$ cat config.mk
export PLATFORM = sky130hd
export DESIGN_NAME = leaf_crossbar_scheduler
export DESIGN_NICKNAME = d
export VERILOG_FILES = /design/src/rtl/leaf_crossbar_scheduler.sv
export SDC_FILE = /design/constraint.sdc
export NUM_CORES = 1
export LEC_CHECK = 0
export ABC_AREA = 1
export CAP_MARGIN = 30
export CORE_MARGIN = 2
export CORE_UTILIZATION = 39
export CTS_CLUSTER_SIZE = 25
export DETAILED_ROUTE_END_ITERATION = 10
export GPL_TIMING_DRIVEN = 0
export PLACE_DENSITY = 0.7
export RECOVER_POWER = 25
export SYNTH_ARGS = -nofsm -noshare
export SYNTH_HDL_FRONTEND = slang
export SYNTH_SLANG_ARGS = --single-unit
export TNS_END_PERCENT = 1
$ cat constraint.sdc
create_clock -name clk -period 9.3 [get_ports clk]
set_clock_uncertainty 0.15 [all_clocks]
set_input_delay 1.86 -clock clk [delete_from_list [all_inputs] [get_ports clk]]
set_output_delay 1.86 -clock clk [all_outputs]
set_load 0.005 [all_outputs]
$ cat src/rtl/leaf_crossbar_scheduler.sv
// rtl/leaf_crossbar_scheduler.sv - round-robin burst scheduler for a 5-port leaf crossbar
//
// Purpose: picks one of five ingress requesters (GPU, spine1-4) round-robin,
// resolves its egress from the destination address, holds the grant for the
// burst and releases on last beat, burst-length limit or stall timeout.
//
// Ports:
//   clk, reset (async active-low)  clock and reset
//   arb_enable                     permits new grants
//   req_valid[4:0], req_last[4:0]  per-requester beat valid / final beat
//   dest_addr[29:0]                6-bit destination per requester
//   out_ready[4:0]                 per-egress ready
//   grant[4:0], sel_out[4:0]       one-hot ingress grant / egress select
//   xfer                           beat moved this cycle
//   crossbar_busy, current_grant   grant status (current_grant 7 = none)
//   routing_direction              00 idle, 01 up, 10 down, 11 drain
//   timeout_pulse, misroute_pulse  event pulses
module leaf_crossbar_scheduler #(
   parameter logic [3:0] GROUP_ID  = 4'b1000,
   parameter int         MAX_BURST = 8,
   parameter int         TIMEOUT   = 15
) (
   input  logic        clk,
   input  logic        reset,
   input  logic        arb_enable,
   input  logic [4:0]  req_valid,
   input  logic [4:0]  req_last,
   input  logic [29:0] dest_addr,
   input  logic [4:0]  out_ready,
   output logic [4:0]  grant,
   output logic [4:0]  sel_out,
   output logic        xfer,
   output logic        crossbar_busy,
   output logic [2:0]  current_grant,
   output logic [1:0]  routing_direction,
   output logic        timeout_pulse,
   output logic        misroute_pulse
);
   typedef enum logic [1:0] {S_IDLE, S_GRANT, S_RELEASE} state_t;

   localparam logic [7:0] BURST_LAST = 8'(MAX_BURST - 1);
   localparam logic [7:0] STALL_LAST = 8'(TIMEOUT - 1);

   state_t     state;
   logic [2:0] ptr;
   logic [7:0] beat_cnt;
   logic [7:0] stall_cnt;
   logic       drain;

   // Round-robin scan from ptr upward, wrapping mod 5.
   logic       found;
   logic [2:0] win;
   logic [3:0] cand;
   always_comb begin
      found = 1'b0;
      win   = 3'd0;
      cand  = 4'd0;
      for (int k = 0; k < 5; k++) begin
         cand = {1'b0, ptr} + 4'(k);
         if (cand >= 4'd5) cand = cand - 4'd5;
         if (!found && req_valid[cand[2:0]]) begin
            found = 1'b1;
            win   = cand[2:0];
         end
      end
   end

   // Egress resolution for the winner; sampled only when the grant is issued.
   logic [5:0] win_addr;
   logic [4:0] win_sel;
   logic [1:0] win_dir;
   logic       win_drain;
   always_comb begin
      win_addr  = dest_addr[6*win +: 6];
      win_sel   = 5'd0;
      win_dir   = 2'b11;
      win_drain = 1'b1;
      if (win_addr[5:2] == GROUP_ID) begin
         win_sel   = 5'b00001;
         win_dir   = 2'b10;
         win_drain = 1'b0;
      end else if (win == 3'd0) begin
         win_sel   = 5'b00010 << win_addr[1:0];
         win_dir   = 2'b01;
         win_drain = 1'b0;
      end
   end

   // A drained burst is consumed regardless of egress readiness.
   logic done;
   assign xfer          = (state == S_GRANT) && (|(req_valid & grant)) &&
                          (drain || (|(out_ready & sel_out)));
   assign timeout_pulse = (state == S_GRANT) && !xfer && (stall_cnt == STALL_LAST);
   assign done          = xfer && ((|(req_last & grant)) || (beat_cnt == BURST_LAST));

   always_ff @(posedge clk or negedge reset) begin
      if (!reset) begin
         state             <= S_IDLE;
         ptr               <= 3'd0;
         beat_cnt          <= 8'd0;
         stall_cnt         <= 8'd0;
         drain             <= 1'b0;
         grant             <= 5'd0;
         sel_out           <= 5'd0;
         crossbar_busy     <= 1'b0;
         current_grant     <= 3'd7;
         routing_direction <= 2'b00;
         misroute_pulse    <= 1'b0;
      end else begin
         case (state)
            // RELEASE is the dead cycle; it arbitrates with the advanced
            // pointer so back-to-back grants are spaced by exactly one cycle.
            S_IDLE, S_RELEASE: begin
               beat_cnt  <= 8'd0;
               stall_cnt <= 8'd0;
               if (arb_enable && found) begin
                  state             <= S_GRANT;
                  grant             <= 5'b00001 << win;
                  sel_out           <= win_sel;
                  routing_direction <= win_dir;
                  drain             <= win_drain;
                  misroute_pulse    <= win_drain;
                  crossbar_busy     <= 1'b1;
                  current_grant     <= win;
               end else begin
                  state <= S_IDLE;
               end
            end
            S_GRANT: begin
               misroute_pulse <= 1'b0;
               if (done || timeout_pulse) begin
                  state             <= S_RELEASE;
                  grant             <= 5'd0;
                  sel_out           <= 5'd0;
                  routing_direction <= 2'b00;
                  crossbar_busy     <= 1'b0;
                  current_grant     <= 3'd7;
                  drain             <= 1'b0;
                  ptr               <= (current_grant == 3'd4) ? 3'd0 : current_grant + 3'd1;
                  beat_cnt          <= 8'd0;
                  stall_cnt         <= 8'd0;
               end else if (xfer) begin
                  beat_cnt  <= beat_cnt + 8'd1;
                  stall_cnt <= 8'd0;
               end else begin
                  stall_cnt <= stall_cnt + 8'd1;
               end
            end
            default: state <= S_IDLE;
         endcase
      end
   end
endmodule

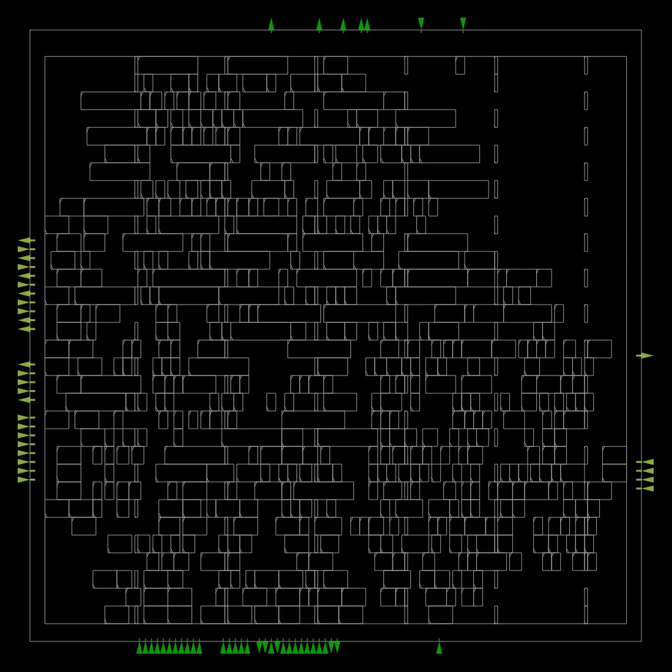
Run 1: placed standard cells
fraction of area in registers: 24.2%
post-route core utilization: 52.2%
final instance count without filler cells: 639

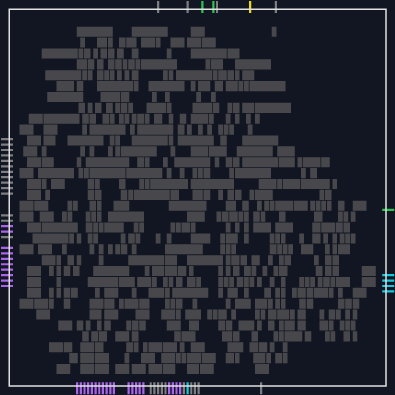
Run 1: ports around the boundary
(4 px per µm) Pins as bars across the die edge, other pins in grey.
[`clk`] yellow | pins: 1 | direction: input | edge: top
[`current_grant`] green | pins: 3 | direction: output | edge: 2 top, 1 right
[`dest_addr`] purple | pins: 30 | direction: input | edge: 20 bottom, 10 left
[`req_valid`] cyan | pins: 5 | direction: input | edge: 4 right, 1 bottom
buffers added on ports: 65
floorplan die height: 93.8 µm
width of the die: 93.8 µm

==> results.txt, run 1 <==
Figures from the implementation reports.

- The area fraction of the dominant cell type after synthesis reads 28.6%.
- The repair_antennas step left the layout with diodes totalling 0.
- The synthesis-stage register bit count reads 39.
- After detailed routing, the met2 layer carries approximately 4200 µm of wire.
- The basic-gate share of the synthesized area counting and, or, nand and nor cells reads 40.1%.
- Buffers outside the clock tree occupy between 10% and 20% of the routed design's cell area.
- The setup check on the worst reg-to-reg path leaves a slack of between 5 and 6 ns.
- The layout has ~64 inverters outside the clock class.
- CTS placed an instance of clkbuf_8 at the clock tree root.
- The final layout report lists a clock buffer count of 6.
- After clock tree synthesis, the repair step resized 0 gates.
- The ratio of cells with drive above 1 in the final layout reads roughly 10%.
- The overall overflow remaining after global route is 0.
- The area growth from synthesis to final layout is 28.7%.
- The final reports fail on capacitance limit, slew limit.
- The run finished, with violations left.
- The category of the worst setup path launch point reads a primary input.
- The well tap count reads 102.
- The number of different library cells in the post-synthesis netlist is 46.
- Entering global routing, the biggest net connects approximately 40 pins.
- The post-route standard cell area excluding fillers is roughly 4000 µm².
- After synthesis, the largest family of logic cells by area is simple AND/OR/NAND/NOR gates.
- The number of design-rule violations left by the first detailed-router iteration reads between 100 and 150.
- The category of the worst setup path capture point reads a primary output.
- The most critical setup path has its startpoint at req_valid[3].
- The adder and majority gate portion of the synthesized area reads 5.81%.
- The cell sequence reported for the critical path is clkdlybuf4s50_1 > inv_1 > o22ai_1 > a21oi_1 > o221ai_1 > nand2_1 > a41oi_1 > nor2_1 > nand2_1 > inv_1 > clkdlybuf4s50_1.
- The sequential area share after synthesis reads between 30 and 40%.
- The OpenROAD warning count reads 33.
- The count of synthesis-stage warnings from yosys is 0.
- Counting the fill cells in the layout gives roughly 800.
- TritonRoute reported its final design rule violation total as 0.
- The initial core utilization is 40.5%.
- The total half-perimeter wirelength after legalization and detailed placement is 6680 µm.
- For reference, XOR and XNOR gates occupy around 2.2% of the area reported after synthesis.
- The number of logic gates reads around 360.
- Looking at the post-CTS report, the setup buffer insertion count equals 0.
- Per the synthesis report, the dominant area consumer among library cells is dfrtp_1.
- Ranked by instance count, the synthesized netlist is headed by nand2_1, nand3_1, inv_1.
- The share of the clock period used by the worst path reads around 65%.
- The critical path depth is 11.
- The highest metal layer carrying signal wires in the routed design is met4.
- The critical path is of the primary input to primary output type.
- The commonest non-fill, non-tap cell in the layout reads nand2_1.
- The capture point of the critical path is timeout_pulse.
- The worst setup slack after placement is around 3.3 ns.
- The clock tree buffer depth is 2.
- The top cell family by delay on the critical path is buffers and inverters.
- The cell class with the largest area share is combinational gates.
- The synthesized netlist devotes 11.6% of its cell area to compound gates.
- The delay of the slowest cell on the worst path is ~0.54 ns.
- The net count after synthesis is 526.
- The endpoint of the worst hold-timing path reads crossbar_busy$_DFFE_PN0P_.
- The hold violation total from the final report is 0.
- The global-route layer with the greatest usage is met2.
- According to the hold report, the worst path is of the flip-flop to flip-flop type.
- The number of max-slew violations in the final report reads roughly 40.
- The cell area that synthesis handed to floorplanning was around 3100 µm².
- The antenna violation net count after detailed routing is 0.
- The startpoint of the most critical hold path is crossbar_busy$_DFFE_PN0P_.
- The clock tree from TritonCTS is built.
- The origin of the critical flop-to-flop path is ptr[0]$_DFFE_PN0P_.
- The post-synthesis cell count from yosys reads 464.
- Among all flip-flop cells after synthesis, the most frequent one is dfrtp_1.
- After technology mapping, the gate count stands at about 460.
- In this run the count of I/O pins placed on the die edge is around 67.
- The worst-path cell with the longest stage delay reads clkdlybuf4s50_1.
- The final-report setup violation count reads 0.
- The critical path endpoint has a required time of around 7.3 ns.
- Post-synthesis, Yosys gives the total cell area as 3150 µm².
- The slew of the pin with the lowest slew margin is 2.08 ns.
- The largest registers in the layout are beat_cnt x8, stall_cnt x8.
- Ranking logic cells in the layout by count gives the top entries nand2_1, clkdlybuf4s50_1, nand3_1, inv_1.
- The number of maximum-capacitance constraint violations reads 1.
- The clock distribution area overhead in the final layout is between 3 and 4%.
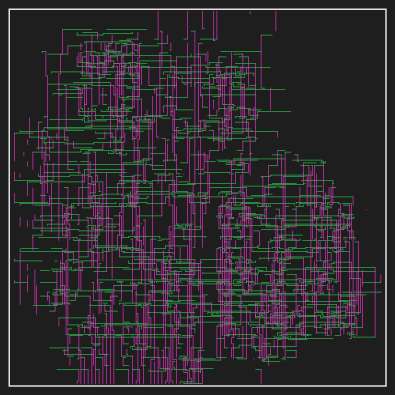
Run 1: wiring by layer
(4 px per µm) Only two layers are drawn.
[M2] magenta | wire length: 4200 µm
[M1] green | wire length: 3770 µm
aggregate routed wire length: 8470 µm
total routing resource utilization after global routing: 20.3%
vias after detailed routing: 3285

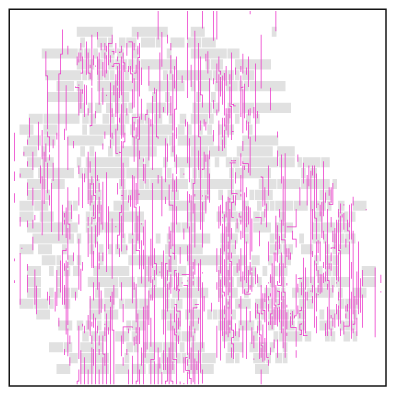
Run 1: met2 routing
(4 px per µm)
wire length on this layer: 4200 µm
longest straight run: 41.6 µm
main direction: vertical
nets with wire on the layer: 492
share of all routed wire: 50%
M2 GR Usage: 35.1%

==> run 1 -> run 2 <==
==> constraint.sdc (replaced) <==
create_clock -name clk -period 5.6 [get_ports clk]
set_clock_uncertainty 0.15 [all_clocks]
set_input_delay 1.12 -clock clk [delete_from_list [all_inputs] [get_ports clk]]
set_output_delay 1.12 -clock clk [all_outputs]
set_load 0.005 [all_outputs]
==> run 2 against run 1 <==
  * The run still ends with capacitance limit, slew limit left
  * Non-clock buffer count is the same
==> results.txt, run 2 <==
Figures from the implementation reports.

- The critical path data required time was 4.33 ns (-2.96 ns).
- The worst-path cell with the longest stage delay is clkdlybuf4s50_1.
- The endpoint of the worst hold-timing path is crossbar_busy$_DFFE_PN0P_.
- The tally of filler cells in the layout reads 804 (unchanged).
- The number of clock buffer instances in the layout is 6 (unchanged).
- The pin count of the biggest net entering global routing is 40 (unchanged).
- The sequential area share after synthesis is 31.1% (unchanged).
- The area fraction of the dominant cell type after synthesis is 28.6% (unchanged).
- The buffering overhead was 17.1% (unchanged).
- The xor/xnor share of the synthesized area came to 2.23% (unchanged).
- The initial core utilization is 40.5% (unchanged).
- The top cell family by delay on the critical path is buffers and inverters.
- The antenna violation net count after detailed routing is 0 (unchanged).
- The area growth from synthesis to final layout was 28.7% (unchanged).
- The ratio of cells with drive above 1 in the final layout reads 9.87% (unchanged).
- The count of mapped cells out of synthesis is 464 (unchanged).
- The number of logic gates came to 355 (unchanged).
- The source of the critical timing path is req_valid[3].
- The met2 layer usage reported by global route reads 35.1% (unchanged).
- The library cells used most frequently in the layout, excluding fill and tap cells, are nand2_1, clkdlybuf4s50_1, nand3_1, inv_1.
- The number of top-level design ports is 67 (unchanged).
- The vertical die size is 93.8 µm (unchanged).
- The startpoint-to-endpoint class of the critical path reads primary input to primary output.
- The number of max-slew violations in the final report was 40 (unchanged).
- The synthesized area came to 3150 µm² (unchanged).
- The number of design-rule violations left by the first detailed-router iteration reads 108 (unchanged).
- The cell chosen for the clock root reads clkbuf_8.
- The post-synthesis cell count from yosys reads 464 (unchanged).
- The global-route layer with the greatest usage reads met2.
- The capture point of the critical path reads timeout_pulse.
- The run finished, with violations left.
- The share of the final layout cell area in sequential cells is 24.2% (unchanged).
- The slew of the pin with the lowest slew margin reads 2.08 ns (unchanged).
- STA classifies the critical path endpoint as a primary output.
- The cell class with the largest area share is combinational gates.
- The detailed-route DRC error count is 0 (unchanged).
- The category of the worst setup path launch point reads a primary input.
- The basic-gate share of the synthesized area counting and, or, nand and nor cells is 40.1% (unchanged).
- The number of inserted diodes is 0 (unchanged).
- The final wirelength reads 8470 µm (unchanged).
- The number of different library cells in the post-synthesis netlist reads 46 (unchanged).
- The post-route standard cell area excluding fillers is 4050 µm² (unchanged).
- The post-synthesis chip area from yosys is 3150 µm² (unchanged).
- The number of buffers added on ports came to 65 (unchanged).
- The number of maximum-capacitance constraint violations reads 1 (unchanged).
- The total half-perimeter wirelength after legalization and detailed placement is 6680 µm (unchanged).
- The met2 wire length is 4200 µm (unchanged).
- The net count after synthesis reads 526 (unchanged).
- The number of buffers inserted to repair setup after CTS came to 0 (unchanged).
- The most critical min-delay path falls under flip-flop to flip-flop.
- The final cell count without fillers is 639 (unchanged).
- The checks that failed: capacitance limit, slew limit.
- Counting instances in the post-synthesis netlist gives the leading cell types as nand2_1, nand3_1, inv_1.
- Walking the worst path, the cells encountered are clkdlybuf4s50_1 > inv_1 > o22ai_1 > a21oi_1 > o221ai_1 > nand2_1 > a41oi_1 > nor2_1 > nand2_1 > inv_1 > clkdlybuf4s50_1.
- The worst setup slack after placement is 1.07 ns (-2.22 ns).
- The slack of the worst reg-to-reg path is 1.77 ns (-3.70 ns).
- The worst register-to-register path begins at ptr[0]$_DFFE_PN0P_.
- The critical path depth reads 11 (unchanged).
- In the final layout, the registers with the most flip-flops are beat_cnt x8, stall_cnt x8.
- The global-route total usage across every layer is 20.3% (unchanged).
- The count of synthesis-stage warnings from yosys is 0 (unchanged).
- The core utilization of the finished layout reads 52.2% (unchanged).
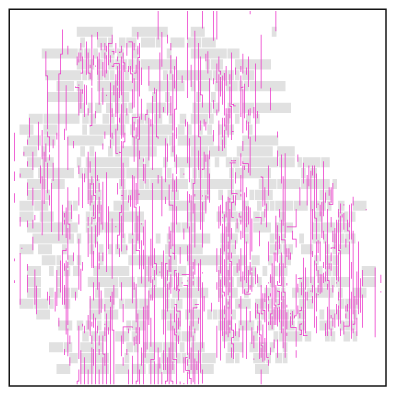
Run 2: met2 routing
(4 px per µm)
share of all routed wire: 50%
wire length on this layer: 4200 µm

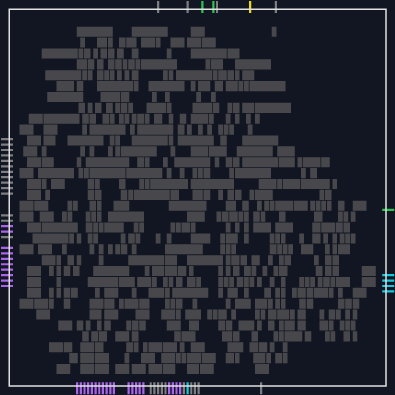
Run 2: ports around the boundary
(4 px per µm) Pins as bars across the die edge, other pins in grey.
[`current_grant`] green | pins: 3 | direction: output | edge: 2 top, 1 right
[`req_valid`] cyan | pins: 5 | direction: input | edge: 4 right, 1 bottom
[`dest_addr`] purple | pins: 30 | direction: input | edge: 20 bottom, 10 left
[`clk`] yellow | pins: 1 | direction: input | edge: top

